File: src/rtl/atm_pkg.sv
// atm_pkg: shared constants for the ATM keypad front end.
//   - FSM state encoding (fe_state_t)
//   - core option codes, keypad codes
//   - per-field maximum value and digit-count limits for the accumulator
package atm_pkg;

    typedef enum logic [3:0] {
        ST_ACC   = 4'd0,
        ST_PIN   = 4'd1,
        ST_MENU  = 4'd2,
        ST_AMT   = 4'd3,
        ST_DEST  = 4'd4,
        ST_ISSUE = 4'd5,
        ST_WAIT  = 4'd6
    } fe_state_t;

    localparam logic [2:0] OPT_BALANCE               = 3'd3;
    localparam logic [2:0] OPT_WITHDRAW              = 3'd4;
    localparam logic [2:0] OPT_WITHDRAW_SHOW_BALANCE = 3'd5;
    localparam logic [2:0] OPT_TRANSACTION           = 3'd6;
    localparam logic [2:0] OPT_DEPOSIT               = 3'd7;

    localparam logic [3:0] KEY_DIGIT_MAX = 4'd9;
    localparam logic [3:0] KEY_ENTER     = 4'hA;
    localparam logic [3:0] KEY_CANCEL    = 4'hB;
    localparam logic [3:0] KEY_CLEAR     = 4'hC;

    // Working register is 17 bits wide; limits are expressed at that width.
    localparam logic [16:0] MAX_ACC = 17'd4095;
    localparam logic [16:0] MAX_PIN = 17'd15;
    localparam logic [16:0] MAX_AMT = 17'd2047;
    localparam logic [16:0] MAX_OPT = 17'd7;

    localparam logic [2:0] DIG_ACC = 3'd4;
    localparam logic [2:0] DIG_PIN = 3'd2;
    localparam logic [2:0] DIG_AMT = 3'd4;
    localparam logic [2:0] DIG_OPT = 3'd1;

endpackage

File: src/rtl/atm_keypad_frontend_if.sv
// atm_keypad_frontend_if: request/response bus between the keypad front end
// and the ATM core.
//   master (front end): drives the request fields, atm_op_valid, atm_exit;
//                       receives atm_error, atm_balance.
//   slave  (core)     : the mirror image.
// Handshake: atm_op_valid is a one-cycle strobe; the request fields are stable
// while it is high and until the next load or cancel. There is no ready; the
// core answers RESP_LAT cycles later on atm_error/atm_balance.
interface atm_keypad_frontend_if;
    logic [11:0] atm_acc_number;
    logic [3:0]  atm_pin;
    logic [11:0] atm_dest_acc_number;
    logic [2:0]  atm_menu_option;
    logic [10:0] atm_amount;
    logic        atm_op_valid;
    logic        atm_exit;
    logic        atm_error;
    logic [10:0] atm_balance;

    modport master (
        output atm_acc_number, atm_pin, atm_dest_acc_number, atm_menu_option,
               atm_amount, atm_op_valid, atm_exit,
        input  atm_error, atm_balance
    );

    modport slave (
        input  atm_acc_number, atm_pin, atm_dest_acc_number, atm_menu_option,
               atm_amount, atm_op_valid, atm_exit,
        output atm_error, atm_balance
    );
endinterface

File: src/rtl/atm_fe_digit_acc.sv
// atm_fe_digit_acc: decimal entry accumulator (val = val*10 + digit).
// Ports:
//   clk, rst_n   clock, async active-low reset
//   clear        zero value, digit count and overflow flag (wins over digit)
//   digit_valid  accumulate digit this cycle
//   digit        decimal digit 0-9
//   max_value    largest legal value of the field being entered
//   max_digits   largest legal digit count of the field being entered
//   value        working register
//   count        digits accepted so far
//   ovf          sticky overflow: too many digits or value above max_value
module atm_fe_digit_acc (
    input  logic        clk,
    input  logic        rst_n,
    input  logic        clear,
    input  logic        digit_valid,
    input  logic [3:0]  digit,
    input  logic [16:0] max_value,
    input  logic [2:0]  max_digits,
    output logic [16:0] value,
    output logic [2:0]  count,
    output logic        ovf
);
    logic [16:0] next_value;

    // With at most 4 digits stored, value*10+9 stays below 2^17.
    assign next_value = value * 17'd10 + {13'd0, digit};

    always_ff @(posedge clk or negedge rst_n) begin
        if (!rst_n) begin
            value <= '0;
            count <= '0;
            ovf   <= 1'b0;
        end else if (clear) begin
            value <= '0;
            count <= '0;
            ovf   <= 1'b0;
        end else if (digit_valid) begin
            if (count >= max_digits) begin
                // Digit dropped; only the flag records it.
                ovf <= 1'b1;
            end else begin
                value <= next_value;
                count <= count + 3'd1;
                if (next_value > max_value) ovf <= 1'b1;
            end
        end
    end
endmodule

File: src/rtl/atm_keypad_frontend.sv
// atm_keypad_frontend: turns keypad strobes into ATM core requests.
// Optional feature macro: ATM_FE_TIMEOUT_EN (inactivity timeout acting as CANCEL).
// Ports:
//   clk, rst_n          clock, async active-low reset
//   key_valid/key_code  one-cycle key strobe; 0-9 digit, A enter, B cancel,
//                       C clear, D-F ignored
//   core                request/response bus to the ATM core (master side)
//   disp_balance        balance latched from the core
//   disp_error          sticky error, cleared by the next accepted key
//   busy                high in ISSUE and WAIT; keys are dropped then
//   state               current FSM state
module atm_keypad_frontend
    import atm_pkg::*;
#(
    parameter int RESP_LAT       = 2,
    parameter int TIMEOUT_CYCLES = 1000
) (
    input  logic                   clk,
    input  logic                   rst_n,
    input  logic                   key_valid,
    input  logic [3:0]             key_code,
    atm_keypad_frontend_if.master  core,
    output logic [10:0]            disp_balance,
    output logic                   disp_error,
    output logic                   busy,
    output logic [3:0]             state
);
    fe_state_t   st;
    logic [3:0]  wait_cnt;
    logic [16:0] acc_value;
    logic [2:0]  acc_count;
    logic        acc_ovf;
    logic [16:0] lim_value;
    logic [2:0]  lim_digits;
    logic        key_acc, is_digit, is_enter, is_clear, is_cancel;
    logic        entry_ok, timeout_hit;
    logic        unused_acc_hi;

    assign busy      = (st == ST_ISSUE) || (st == ST_WAIT);
    assign state     = st;
    assign key_acc   = key_valid && !busy && (key_code <= KEY_CLEAR);
    assign is_digit  = key_acc && (key_code <= KEY_DIGIT_MAX);
    assign is_enter  = key_acc && (key_code == KEY_ENTER);
    assign is_clear  = key_acc && (key_code == KEY_CLEAR);
    assign is_cancel = (key_acc && (key_code == KEY_CANCEL)) || timeout_hit;
    assign entry_ok  = !acc_ovf && (acc_count != 3'd0);
    // Loaded fields are at most 12 bits; upper working bits only feed ovf.
    assign unused_acc_hi = ^acc_value[16:12];

`ifdef ATM_FE_TIMEOUT_EN
    logic [15:0] idle_cnt;
    logic        active;

    assign active      = (st == ST_PIN) || (st == ST_MENU) || (st == ST_AMT) || (st == ST_DEST);
    assign timeout_hit = active && !key_acc && (idle_cnt == 16'(TIMEOUT_CYCLES - 1));

    always_ff @(posedge clk or negedge rst_n) begin
        if (!rst_n)                              idle_cnt <= '0;
        else if (!active || key_acc || timeout_hit) idle_cnt <= '0;
        else                                     idle_cnt <= idle_cnt + 16'd1;
    end
`else
    localparam int unused_timeout_cycles = TIMEOUT_CYCLES;
    assign timeout_hit = 1'b0;
`endif

    always_comb begin
        lim_value  = MAX_ACC;
        lim_digits = DIG_ACC;
        case (st)
            ST_PIN:  begin lim_value = MAX_PIN; lim_digits = DIG_PIN; end
            ST_MENU: begin lim_value = MAX_OPT; lim_digits = DIG_OPT; end
            ST_AMT:  begin lim_value = MAX_AMT; lim_digits = DIG_AMT; end
            default: ;
        endcase
    end

    // Every ENTER empties the working register, valid or not.
    atm_fe_digit_acc u_acc (
        .clk         (clk),
        .rst_n       (rst_n),
        .clear       (is_clear || is_enter || is_cancel),
        .digit_valid (is_digit),
        .digit       (key_code),
        .max_value   (lim_value),
        .max_digits  (lim_digits),
        .value       (acc_value),
        .count       (acc_count),
        .ovf         (acc_ovf)
    );

    always_ff @(posedge clk or negedge rst_n) begin
        if (!rst_n) begin
            st                       <= ST_ACC;
            wait_cnt                 <= '0;
            core.atm_acc_number      <= '0;
            core.atm_pin             <= '0;
            core.atm_dest_acc_number <= '0;
            core.atm_menu_option     <= '0;
            core.atm_amount          <= '0;
            core.atm_op_valid        <= 1'b0;
            core.atm_exit            <= 1'b0;
            disp_balance             <= '0;
            disp_error               <= 1'b0;
        end else begin
            core.atm_op_valid <= 1'b0;
            core.atm_exit     <= 1'b0;
            if (key_acc) disp_error <= 1'b0;

            if (is_cancel) begin
                core.atm_exit            <= 1'b1;
                core.atm_acc_number      <= '0;
                core.atm_pin             <= '0;
                core.atm_dest_acc_number <= '0;
                core.atm_menu_option     <= '0;
                core.atm_amount          <= '0;
                st                       <= ST_ACC;
            end else begin
                case (st)
                    ST_ACC: if (is_enter) begin
                        if (!entry_ok) disp_error <= 1'b1;
                        else begin
                            core.atm_acc_number <= acc_value[11:0];
                            st                  <= ST_PIN;
                        end
                    end
                    ST_PIN: if (is_enter) begin
                        if (!entry_ok) disp_error <= 1'b1;
                        else begin
                            core.atm_pin <= acc_value[3:0];
                            st           <= ST_MENU;
                        end
                    end
                    ST_MENU: if (is_enter) begin
                        if (!entry_ok) disp_error <= 1'b1;
                        else begin
                            case (acc_value[2:0])
                                OPT_BALANCE: begin
                                    core.atm_menu_option <= OPT_BALANCE;
                                    core.atm_op_valid    <= 1'b1;
                                    st                   <= ST_ISSUE;
                                end
                                OPT_WITHDRAW, OPT_WITHDRAW_SHOW_BALANCE,
                                OPT_TRANSACTION, OPT_DEPOSIT: begin
                                    core.atm_menu_option <= acc_value[2:0];
                                    st                   <= ST_AMT;
                                end
                                default: disp_error <= 1'b1;
                            endcase
                        end
                    end
                    ST_AMT: if (is_enter) begin
                        if (!entry_ok) disp_error <= 1'b1;
                        else begin
                            core.atm_amount <= acc_value[10:0];
                            if (core.atm_menu_option == OPT_TRANSACTION) begin
                                st <= ST_DEST;
                            end else begin
                                core.atm_op_valid <= 1'b1;
                                st                <= ST_ISSUE;
                            end
                        end
                    end
                    ST_DEST: if (is_enter) begin
                        if (!entry_ok) disp_error <= 1'b1;
                        else begin
                            core.atm_dest_acc_number <= acc_value[11:0];
                            core.atm_op_valid        <= 1'b1;
                            st                       <= ST_ISSUE;
                        end
                    end
                    // The strobe was raised on entry, so it is high exactly here.
                    ST_ISSUE: begin
                        wait_cnt <= 4'd1;
                        st       <= ST_WAIT;
                    end
                    // WAIT lasts RESP_LAT cycles; sample on the last one.
                    ST_WAIT: begin
                        if (wait_cnt == 4'(RESP_LAT)) begin
                            disp_balance <= core.atm_balance;
                            disp_error   <= core.atm_error;
                            st           <= ST_MENU;
                        end else begin
                            wait_cnt <= wait_cnt + 4'd1;
                        end
                    end
                    default: st <= ST_ACC;
                endcase
            end
        end
    end
endmodule

File: src/flat_wrapper.sv
// flat-port wrapper written by rule: the top's interface ports become plain ports
module atm_keypad_frontend_flat import atm_pkg::*;
#(
    parameter int RESP_LAT       = 2,
    parameter int TIMEOUT_CYCLES = 1000
)
  (clk, rst_n, key_valid, key_code, disp_balance, disp_error, busy, state, core_atm_acc_number, core_atm_pin, core_atm_dest_acc_number, core_atm_menu_option, core_atm_amount, core_atm_op_valid, core_atm_exit, core_atm_error, core_atm_balance);
  atm_keypad_frontend_if core_i ();
  input  logic clk;
  input  logic rst_n;
  input  logic key_valid;
  input  logic [3:0] key_code;
  output logic [10:0] disp_balance;
  output logic disp_error;
  output logic busy;
  output logic [3:0] state;
  output wire logic [$bits(core_i.atm_acc_number)-1:0] core_atm_acc_number;
  output wire logic [$bits(core_i.atm_pin)-1:0] core_atm_pin;
  output wire logic [$bits(core_i.atm_dest_acc_number)-1:0] core_atm_dest_acc_number;
  output wire logic [$bits(core_i.atm_menu_option)-1:0] core_atm_menu_option;
  output wire logic [$bits(core_i.atm_amount)-1:0] core_atm_amount;
  output wire logic [$bits(core_i.atm_op_valid)-1:0] core_atm_op_valid;
  output wire logic [$bits(core_i.atm_exit)-1:0] core_atm_exit;
  input wire logic [$bits(core_i.atm_error)-1:0] core_atm_error;
  input wire logic [$bits(core_i.atm_balance)-1:0] core_atm_balance;
  assign core_atm_acc_number = core_i.atm_acc_number;
  assign core_atm_pin = core_i.atm_pin;
  assign core_atm_dest_acc_number = core_i.atm_dest_acc_number;
  assign core_atm_menu_option = core_i.atm_menu_option;
  assign core_atm_amount = core_i.atm_amount;
  assign core_atm_op_valid = core_i.atm_op_valid;
  assign core_atm_exit = core_i.atm_exit;
  assign core_i.atm_error = core_atm_error;
  assign core_i.atm_balance = core_atm_balance;
  atm_keypad_frontend #(.RESP_LAT(RESP_LAT), .TIMEOUT_CYCLES(TIMEOUT_CYCLES)) u_core (.clk(clk), .rst_n(rst_n), .key_valid(key_valid), .key_code(key_code), .core(core_i), .disp_balance(disp_balance), .disp_error(disp_error), .busy(busy), .state(state));
endmodule
File: config.mk
export PLATFORM = sky130hd
export DESIGN_NAME = atm_keypad_frontend_flat
export DESIGN_NICKNAME = d
export VERILOG_FILES = /design/src/rtl/atm_pkg.sv /design/src/rtl/atm_keypad_frontend_if.sv /design/src/rtl/atm_fe_digit_acc.sv /design/src/rtl/atm_keypad_frontend.sv /design/src/flat_wrapper.sv
export SDC_FILE = /design/constraint.sdc
export NUM_CORES = 1
export LEC_CHECK = 0
export CAP_MARGIN = 20
export CORE_UTILIZATION = 54
export DETAILED_ROUTE_END_ITERATION = 10
export PLACE_DENSITY_LB_ADDON = 0.12
export SYNTH_ARGS = -nofsm -noshare
export SYNTH_HDL_FRONTEND = slang
export SYNTH_SLANG_ARGS = --single-unit
File: constraint.sdc
create_clock -name clk -period 5.2 [get_ports clk]
set_input_delay 1.3 -clock clk [delete_from_list [all_inputs] [get_ports clk]]
set_output_delay 1.3 -clock clk [all_outputs]
set_load 0.03 [all_outputs]
Fig. 1: congestion heat map
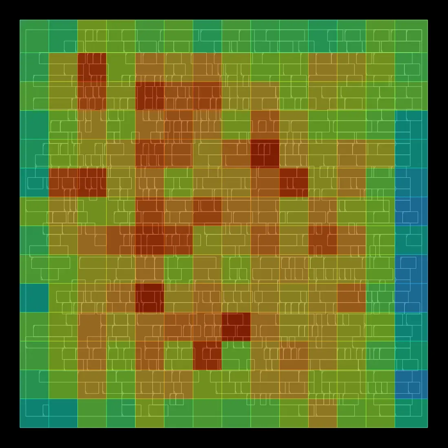
gr usage total: 25.6%
layer carrying the most global-route usage: met2
met1 usage: 37.1%
DR WL/cell: 16.5 microns
fin util: 68.8%

Fig. 2: PDN straps and rails
Pins as bars on the die edge. Tap cells in gray.
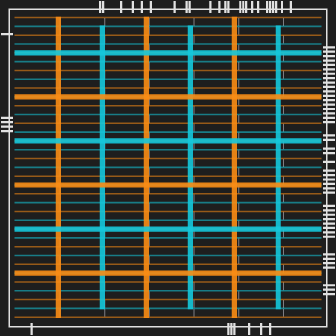
Cyan marks VDD. Orange marks VSS.
6 straps on met4. 80 signal pins sit on the boundary. 35 met1 rails follow the rows. 108 tap cells.
Die Height: 97.5 microns
Core ar.: 8760 sq um
die span in x: 97.5 microns
VDD IR-drop max: 290 uV

Fig. 3: metal layers overlaid
Scale bar: 20 microns.
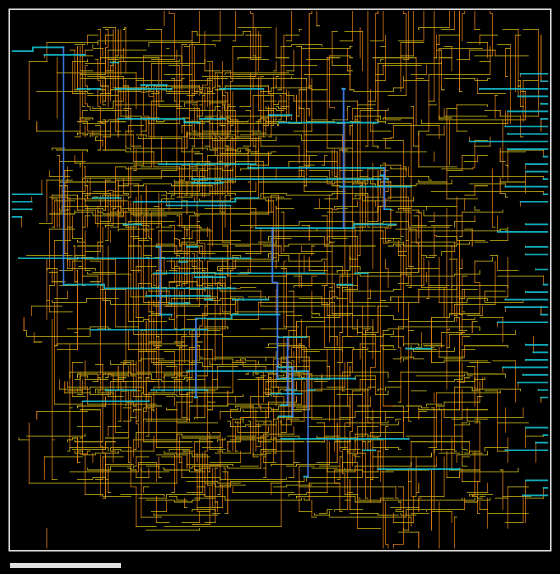
Orange marks met2, wire length 5,350 microns. Blue marks met4, wire length 170 microns. Yellow marks met1, wire length 5,430 microns. Cyan marks met3, wire length 775 microns.
Total Wirelength: 11.7 mm
via count: 4,191

==> flow_summary.ini <==
; generated from flow reports
[run_status]
status = finished, final reports clean

[cells_and_area]
nNetsFinal = 661
n_all_inverters = 11
ff_latch_area_sq_um = 2080
n_antenna_cell = 0
n_fill_cell = 710
buf_share_pct = 14.2
clkCellAreaFrac_pct = 2.99

[synthesis]
ys_cells = 520
avgSynthCellArea_sq_um = 9.48
fp_nets = 585
mux_area_share_pct = 3.96
yosys.area_share.aoi_pct = 17.6
yosysUniqueCellTypes = 60
ys_seq_share_pct = 42.1

[timing]
fin_crit_sh_pct = 83.8
maxSlewHeadroom_pct = 41.5
tightest_slew_ns = 0.871

[worst_setup_path]
crit_path_end_kind = register
worstPathCellList = clkdlybuf4s50_1, ha_1, a21o_1, a21oi_1, nor2_1, xor2_1, ha_1, a21oi_1, nor2b_1, o21ai_0, a21oi_1, a211oi_1, nor2_1, nor4b_1, a31oi_1
worst-endpoint-required_ns = 5.43
reg2reg_to = u_core.u_acc.ovf
cp-startpoint = key_code[2]
critPathKind = in2reg
r2r_slack_ns = 0.98
worstReg2RegStart = u_core.u_acc.value[3]
cp-start-kind = input port
worst-path-buf-inv = 1
path_delay_family = AND-OR/OR-AND gates
worstPathArrival_ns = 4.59
cp.depth = 15

[power_and_ir_drop]
p_per_area_nw_per_um2 = 602
p_total_w = 0.00363
pwr-share-seq_pct = 28.6
intPower_w = 0.00193

[grt]
grt_overflow_total = 0
use_met3_pct = 5.11

[clocking]
cts_sinks = 83
cts_tree = yes
cts.clk_slew.worst_paths_ns = 0.09

[placed_design]
io_buffers = 78

[routing]
wl_met3_microns = 775
vias_per_cell = 5.91
ant_nets = 0
first_pass_iters = 5
drt-initial-drc-count = 190

[min_path]
hp-class = reg2reg
whs_path_depth = 2
holdCritStartpoint = u_core.core.atm_dest_acc_number[1]

[run]
warning_count = 28
Fig. 4: placement by cell class
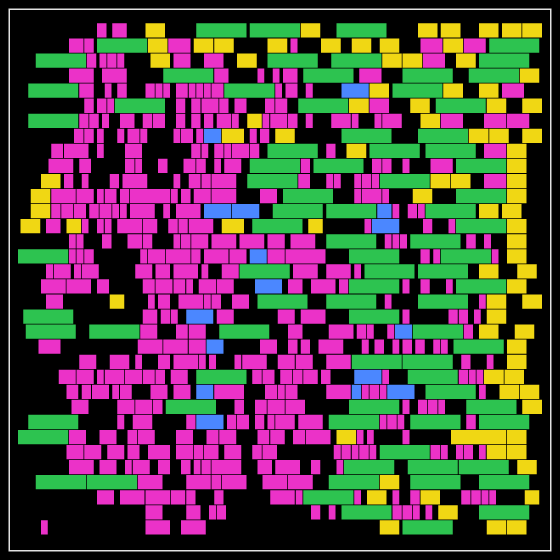
Yellow marks other buffers and delay cells, cells 85, share of their area 15%. Blue marks clock drivers and dummy loads, cells 16, share of their area 3.1%. Magenta marks all other logic, cells 417, share of their area 47%. Green marks flip-flops, cells 83, share of their area 35%.
Post-Layout Inst Area: 6030 sq um
FP Rows: 34
register fraction of the total cell area: 34.4%

Fig. 5: routed clock nets over the placement
Scale bar: 20 microns.
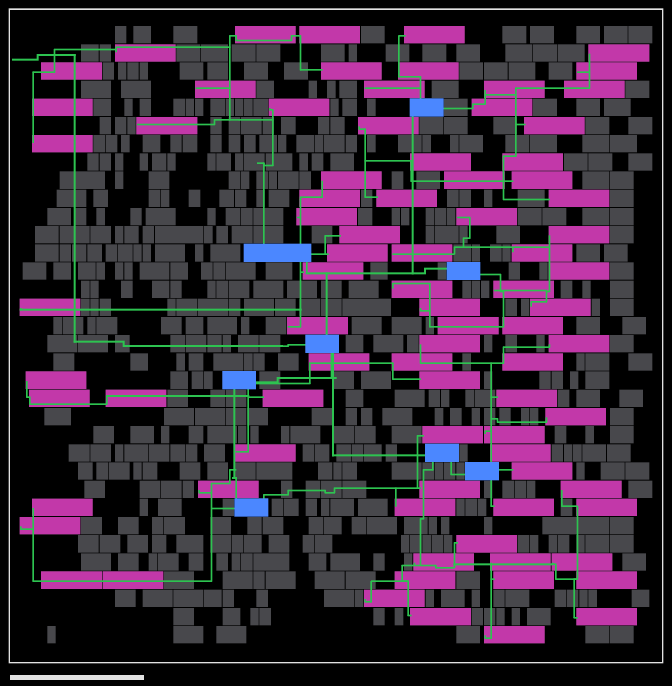
Green marks clock wires, length 1,030 microns. Blue marks cells driving clock nets, count 9. Magenta marks flip-flops, count 83.
There are 10 routed clock nets.
clk_lat worst skew: 0.36 ns
Clock Power: 0.000438 W
Clock Skew: 0.0157 ns
Clock Power Share: 12.1%

state kept, by name, indices dropped and copies added (netlist names):
register / count
u_core.u_acc.value: 16
u_core.core.atm_acc_number: 12
u_core.core.atm_dest_acc_number: 12
u_core.core.atm_amount: 11
u_core.disp_balance: 11
u_core.core.atm_pin: 4
u_core.wait_cnt: 4
u_core.core.atm_menu_option: 3
u_core.state: 3
u_core.u_acc.count: 3
u_core.core.atm_exit: 1
u_core.core.atm_op_valid: 1
u_core.disp_error: 1
u_core.u_acc.ovf: 1
cell usage after synthesis, drive strengths merged (3+ instances only):
cell type | instances | area, sq um
nand2b | 5 | 31.3
nor3 | 13 | 70.1
inv | 10 | 37.5
or3 | 3 | 18.8
or2 | 3 | 18.8
mux2 | 12 | 135
nand2 | 85 | 319
clkbuf | 15 | 56.3
nand4 | 8 | 56.3
and2 | 4 | 25.0
xnor2 | 18 | 158
a211oi | 3 | 22.5
buf | 5 | 25.0
dfrtp | 83 | 2080
xor2 | 9 | 78.8
a21boi | 3 | 26.3
a31oi | 5 | 31.3
ha | 44 | 551
nand3 | 11 | 55.1
o21ai | 43 | 215
nor2 | 30 | 115
mux2i | 6 | 60.1
a21o | 9 | 67.6
a22o | 20 | 175
and3 | 5 | 31.3
a21oi | 35 | 175
logic make-up (layout without fill, tap and decap cells):
kind of cell / Yosys count / count (layout)
buf+inv: 31 / 112
fa+ha+maj: 46 / 46
simple gates: 178 / 178
flops: 83 / 83
xor+xnor: 27 / 27
other cells: 1 / 1
compound gates: 136 / 136
mux: 18 / 18
per-stage QoR:
step	utilization [%]	worst slack [ns]	hold slack [ns]	instances
after floorplan	-	1.42	0.477	520
final	68.8	0.842	0.486	709
after global placement	66.2	0.812	0.460	690
after global routing	68.8	0.589	0.525	709
after CTS	68.3	0.970	0.490	706
after detailed placement	66.2	0.659	0.470	690
Power figures rest on the tool's default switching activity, not on a simulated workload.
